### config.mk
export PLATFORM = sky130hd
export DESIGN_NAME = trinity_selection_unit_flat
export DESIGN_NICKNAME = d
export VERILOG_FILES = /design/src/rtl/trinity_selection_unit_if.sv /design/src/rtl/trinity_selection_unit.sv /design/src/flat_wrapper.sv
export SDC_FILE = /design/constraint.sdc
export NUM_CORES = 2
export LEC_CHECK = 0
export ABC_AREA = 1
export CAP_MARGIN = 0
export CORE_UTILIZATION = 60
export CTS_BUF_LIST = sky130_fd_sc_hd__clkbuf_8
export CTS_CLUSTER_DIAMETER = 40
export DETAILED_ROUTE_END_ITERATION = 10
export HOLD_SLACK_MARGIN = 0.02
export PLACE_DENSITY = 0.77
export SETUP_SLACK_MARGIN = 0.15
export SYNTH_ARGS = -nofsm -noshare
export SYNTH_HDL_FRONTEND = slang
export SYNTH_SLANG_ARGS = --single-unit
### constraint.sdc
create_clock -name clk -period 8.6 [get_ports clk]
set_clock_uncertainty 0.1 [all_clocks]
set_input_delay 1.72 -clock clk [delete_from_list [all_inputs] [get_ports clk]]
set_output_delay 1.72 -clock clk [all_outputs]
set_load 0.005 [all_outputs]
### src/rtl/trinity_selection_unit_if.sv
// Offspring-in / parent-pair-out bus of the selection unit, plus its status outputs.
interface trinity_selection_unit_if #(
    parameter int W       = 64,
    parameter int SCORE_W = 32,
    parameter int IDX_W   = 3
);
    logic               child_valid;
    logic               child_ready;
    logic [W-1:0]       child_weights;
    logic [SCORE_W-1:0] child_score;
    logic               parent_valid;
    logic               parent_ready;
    logic [W-1:0]       parent_weights_a;
    logic [W-1:0]       parent_weights_b;
    logic [W-1:0]       best_weights;
    logic [SCORE_W-1:0] best_score;
    logic [IDX_W:0]     pop_count;

    modport slave (
        input  child_valid, child_weights, child_score, parent_ready,
        output child_ready, parent_valid, parent_weights_a, parent_weights_b,
               best_weights, best_score, pop_count
    );
    modport master (
        output child_valid, child_weights, child_score, parent_ready,
        input  child_ready, parent_valid, parent_weights_a, parent_weights_b,
               best_weights, best_score, pop_count
    );
endinterface

### src/rtl/trinity_selection_unit.sv
// Population store with worst-member replacement, LFSR-driven 2-way tournaments
// and best-ever tracking for the evolution loop.
module trinity_selection_unit #(
    parameter int          POP_SIZE  = 8,
    parameter int          IDX_W     = 3,
    parameter int          W         = 64,
    parameter int          SCORE_W   = 32,
    parameter logic [31:0] LFSR_SEED = 32'hACE1
) (
    input  logic                   clk,
    input  logic                   reset,
    trinity_selection_unit_if.slave bus
);
    typedef enum logic [2:0] {IDLE, SCAN, REPLACE, SEL_A, SEL_B, OFFER} state_t;

    localparam logic [IDX_W:0]   FULL = (IDX_W+1)'(POP_SIZE);
    localparam logic [IDX_W-1:0] LAST = IDX_W'(POP_SIZE - 1);

    state_t             r_state, w_next;
    logic [W-1:0]       r_pop_w [POP_SIZE];
    logic [SCORE_W-1:0] r_pop_s [POP_SIZE];
    logic [IDX_W:0]     r_count;
    logic [31:0]        r_lfsr;
    logic [IDX_W-1:0]   r_scan_idx, r_min_idx;
    logic [SCORE_W-1:0] r_min_s, r_child_s, r_best_s;
    logic [W-1:0]       r_child_w, r_par_a, r_par_b, r_best_w;

    logic [W-1:0]       w_san, w_wr_w;
    logic [SCORE_W-1:0] w_wr_s;
    logic [IDX_W-1:0]   w_wr_idx, w_i1, w_i2, w_win;
    logic               w_full, w_ready, w_accept, w_wr_en;

    // Illegal trit code 2'b11 is folded to zero before it can enter the population.
    for (genvar t = 0; t < W/2; t++) begin : g_san
        assign w_san[2*t +: 2] = (bus.child_weights[2*t +: 2] == 2'b11) ? 2'b01
                                                                         : bus.child_weights[2*t +: 2];
    end

    assign w_full   = (r_count == FULL);
    assign w_ready  = (r_state == IDLE) && !reset;
    assign w_accept = bus.child_valid && w_ready;

    assign w_i1  = r_lfsr[IDX_W-1:0];
    assign w_i2  = r_lfsr[2*IDX_W-1:IDX_W];
    assign w_win = (r_pop_s[w_i2] > r_pop_s[w_i1]) ? w_i2 : w_i1;

    always_comb begin
        w_next = r_state;
        case (r_state)
            IDLE:    if (w_accept) begin
                         if (w_full) w_next = SCAN;
                     end else if (w_full) begin
                         w_next = SEL_A;
                     end
            SCAN:    if (r_scan_idx == LAST) w_next = REPLACE;
            REPLACE: w_next = IDLE;
            SEL_A:   w_next = SEL_B;
            SEL_B:   w_next = OFFER;
            OFFER:   if (bus.parent_ready) w_next = IDLE;
            default: w_next = IDLE;
        endcase
    end

    // Single write port shared by direct fill and replacement.
    always_comb begin
        w_wr_en  = 1'b0;
        w_wr_idx = r_count[IDX_W-1:0];
        w_wr_w   = w_san;
        w_wr_s   = bus.child_score;
        if (w_accept && !w_full) begin
            w_wr_en = 1'b1;
        end else if (r_state == REPLACE && r_child_s > r_min_s) begin
            w_wr_en  = 1'b1;
            w_wr_idx = r_min_idx;
            w_wr_w   = r_child_w;
            w_wr_s   = r_child_s;
        end
    end

    always_ff @(posedge clk) begin
        if (w_wr_en && !reset) begin
            r_pop_w[w_wr_idx] <= w_wr_w;
            r_pop_s[w_wr_idx] <= w_wr_s;
        end
    end

    always_ff @(posedge clk) begin
        if (reset) begin
            r_state    <= IDLE;
            r_count    <= '0;
            r_lfsr     <= LFSR_SEED;
            r_scan_idx <= '0;
            r_min_idx  <= '0;
            r_min_s    <= '0;
            r_child_w  <= '0;
            r_child_s  <= '0;
            r_par_a    <= '0;
            r_par_b    <= '0;
            r_best_w   <= '0;
            r_best_s   <= '0;
        end else begin
            r_state <= w_next;
            r_lfsr  <= {r_lfsr[30:0], r_lfsr[31] ^ r_lfsr[21] ^ r_lfsr[1] ^ r_lfsr[0]};
            if (w_wr_en && (r_count == '0 || w_wr_s > r_best_s)) begin
                r_best_w <= w_wr_w;
                r_best_s <= w_wr_s;
            end
            case (r_state)
                IDLE: if (w_accept) begin
                    if (!w_full) begin
                        r_count <= r_count + 1'b1;
                    end else begin
                        r_child_w  <= w_san;
                        r_child_s  <= bus.child_score;
                        r_scan_idx <= '0;
                    end
                end
                SCAN: begin
                    // Strict less-than keeps the lowest index on ties.
                    if (r_scan_idx == '0 || r_pop_s[r_scan_idx] < r_min_s) begin
                        r_min_s   <= r_pop_s[r_scan_idx];
                        r_min_idx <= r_scan_idx;
                    end
                    r_scan_idx <= r_scan_idx + 1'b1;
                end
                SEL_A:   r_par_a <= r_pop_w[w_win];
                SEL_B:   r_par_b <= r_pop_w[w_win];
                default: ;
            endcase
        end
    end

    assign bus.child_ready      = w_ready;
    assign bus.parent_valid     = (r_state == OFFER);
    assign bus.parent_weights_a = r_par_a;
    assign bus.parent_weights_b = r_par_b;
    assign bus.best_weights     = r_best_w;
    assign bus.best_score       = r_best_s;
    assign bus.pop_count        = r_count;
endmodule

### src/flat_wrapper.sv
// flat-port wrapper written by rule: the top's interface ports become plain ports
module trinity_selection_unit_flat 
#(
    parameter int          POP_SIZE  = 8,
    parameter int          IDX_W     = 3,
    parameter int          W         = 64,
    parameter int          SCORE_W   = 32,
    parameter logic [31:0] LFSR_SEED = 32'hACE1
)
  (clk, reset, bus_child_valid, bus_child_weights, bus_child_score, bus_parent_ready, bus_child_ready, bus_parent_valid, bus_parent_weights_a, bus_parent_weights_b, bus_best_weights, bus_best_score, bus_pop_count);
  trinity_selection_unit_if #(.W(W), .SCORE_W(SCORE_W), .IDX_W(IDX_W)) bus_i ();
  input  logic clk;
  input  logic reset;
  input wire logic [$bits(bus_i.child_valid)-1:0] bus_child_valid;
  input wire logic [$bits(bus_i.child_weights)-1:0] bus_child_weights;
  input wire logic [$bits(bus_i.child_score)-1:0] bus_child_score;
  input wire logic [$bits(bus_i.parent_ready)-1:0] bus_parent_ready;
  output wire logic [$bits(bus_i.child_ready)-1:0] bus_child_ready;
  output wire logic [$bits(bus_i.parent_valid)-1:0] bus_parent_valid;
  output wire logic [$bits(bus_i.parent_weights_a)-1:0] bus_parent_weights_a;
  output wire logic [$bits(bus_i.parent_weights_b)-1:0] bus_parent_weights_b;
  output wire logic [$bits(bus_i.best_weights)-1:0] bus_best_weights;
  output wire logic [$bits(bus_i.best_score)-1:0] bus_best_score;
  output wire logic [$bits(bus_i.pop_count)-1:0] bus_pop_count;
  assign bus_i.child_valid = bus_child_valid;
  assign bus_i.child_weights = bus_child_weights;
  assign bus_i.child_score = bus_child_score;
  assign bus_i.parent_ready = bus_parent_ready;
  assign bus_child_ready = bus_i.child_ready;
  assign bus_parent_valid = bus_i.parent_valid;
  assign bus_parent_weights_a = bus_i.parent_weights_a;
  assign bus_parent_weights_b = bus_i.parent_weights_b;
  assign bus_best_weights = bus_i.best_weights;
  assign bus_best_score = bus_i.best_score;
  assign bus_pop_count = bus_i.pop_count;
  trinity_selection_unit #(.POP_SIZE(POP_SIZE), .IDX_W(IDX_W), .W(W), .SCORE_W(SCORE_W), .LFSR_SEED(LFSR_SEED)) u_core (.clk(clk), .reset(reset), .bus(bus_i));
endmodule
### Where the registers sit

(1.5 px per µm) Other sequential cells in the stronger gray, the rest of the logic in the fainter gray.
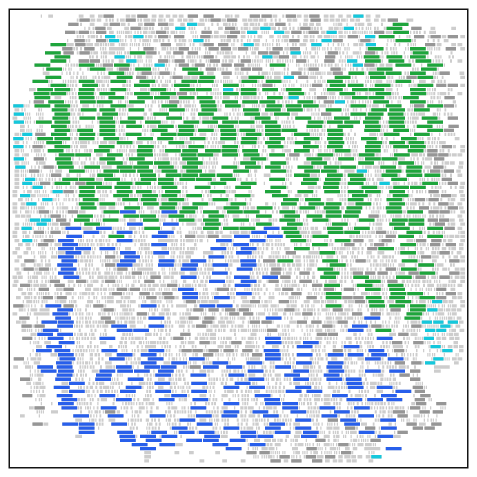
signal	color	sequential cells
u_core.r_pop_w	green	512
u_core.r_pop_s	blue	256
u_core.bus.best_weights	cyan	64
not colored	336

### The metal 1 layer

(1 px per µm)
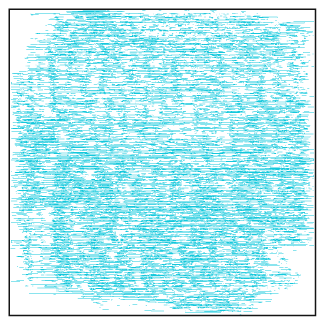
longest straight run	120 µm
wire length on this layer	62.4 mm
main direction	horizontal
share of all routed wire	40%

==> flow_summary_export.csv <==
group,metric,value,unit
final_layout,n_all_buffers,394,
detailed_routing,drc,0,
critical_path,critPathArrivalTime,8.72,ns
global_routing,grt_pass1_wl,241400,µm
yosys,yosysWarnings,0,
floorplanning,fp_util,60.77,%
yosys,async_flop_share,0,%
final_layout,final_layout_top_logic_cells,"nand2_1, inv_1, edfxtp_1",
critical_path,cp-end-kind,"flop",
outcome,status,"finished, final reports clean",
final_layout,top_regs,"u_core.r_pop_w (512), u_core.r_pop_s (256)",
detailed_routing,drt_iter0_markers,6163,
yosys,postSynthAreaPerCell,8.766,µm²
detailed_routing,routed_wl,155500,µm
final_timing,drv_slew,0,
critical_path,path_class,"flop to flop",
final_layout,nMultiInputCombCells,3907,
detailed_routing,top_layer,"met4",
detailed_routing,vias_per_cell,5.862,
global_routing,antenna_found_initial,2,
final_layout,inverters,781,
critical_path,reg2reg_from,"u_core.r_min_s[29]",
final_timing,max_freq,124.1,MHz
placed_design,gp_congestion,0.9024,
yosys,topCellsByArea,"edfxtp_1, dfxtp_1, nand2_1",
yosys,yosysTopAreaCell,"edfxtp_1",
final_timing,fin_setup_tns,0,ns
cts,htreeDepth,4,
cts,clock_path_buffers,3,
power_and_ir_drop,power_frac_seq,45.1,%
critical_path,crit_buf_inv,5,
floorplanning,dieHeight,304.6,µm
final_timing,period_minus_slack,8.057,ns
global_routing,first_global_vias,43732,
final_layout,layout-drive-gt1-share,5.739,%
power_and_ir_drop,intPower,9.379,mW
global_routing,grt_max_degree,237,
detailed_routing,wl_per_cell,19.98,µm
final_layout,clkCellAreaFrac,6.100,%
detailed_routing,vias,45614,
cts,post_cts_buffers,0,
yosys,flop_cell,"edfxtp_1",
final_layout,postLayoutCellArea,62400,µm²
final_layout,largest_cell_class,"sequential cells",
yosys,synth-edff-count,768,
yosys,synth_seq_share,56.54,%
cts,cts_tree,"yes",
yosys,syn-num-nets,6501,
critical_path,cp_top_family,"simple AND/OR/NAND/NOR gates",
yosys,synth_cells,6269,
floorplanning,io_pins,330,
power_and_ir_drop,sw_frac_of_total,30.95,%
power_and_ir_drop,clkPwrFrac,35.2,%
placed_design,place_inst,7426,
floorplanning,chipArea,92810,µm²
yosys,top_cell_area_share,41.97,%
critical_path,crit_start,"u_core.r_min_s[29]",
floorplanning,coreArea,90420,µm²
final_timing,setup_viol,0,
critical_path,cp.required,9.26,ns
final_layout,fill_cells,6907,
final_timing,whs,0.2987,ns
critical_path,crit_fanout,96,
cts,clockRootBuffer,"clkbuf_8",
power_and_ir_drop,p_sw,4.205,mW
power_and_ir_drop,p_seq,6.12,mW
hold_path,hold_path_class,"flop to flop",
power_and_ir_drop,comb_power_share,19.7,%
power_and_ir_drop,ir_drop,0.0002436,V
cts,path_clk_slew,0.06,ns
power_and_ir_drop,finalPower,13.58,mW
final_layout,area_growth,13.54,%
placed_design,pre_cts_slack,0.7250,ns
Power and IR drop assume default switching activity.
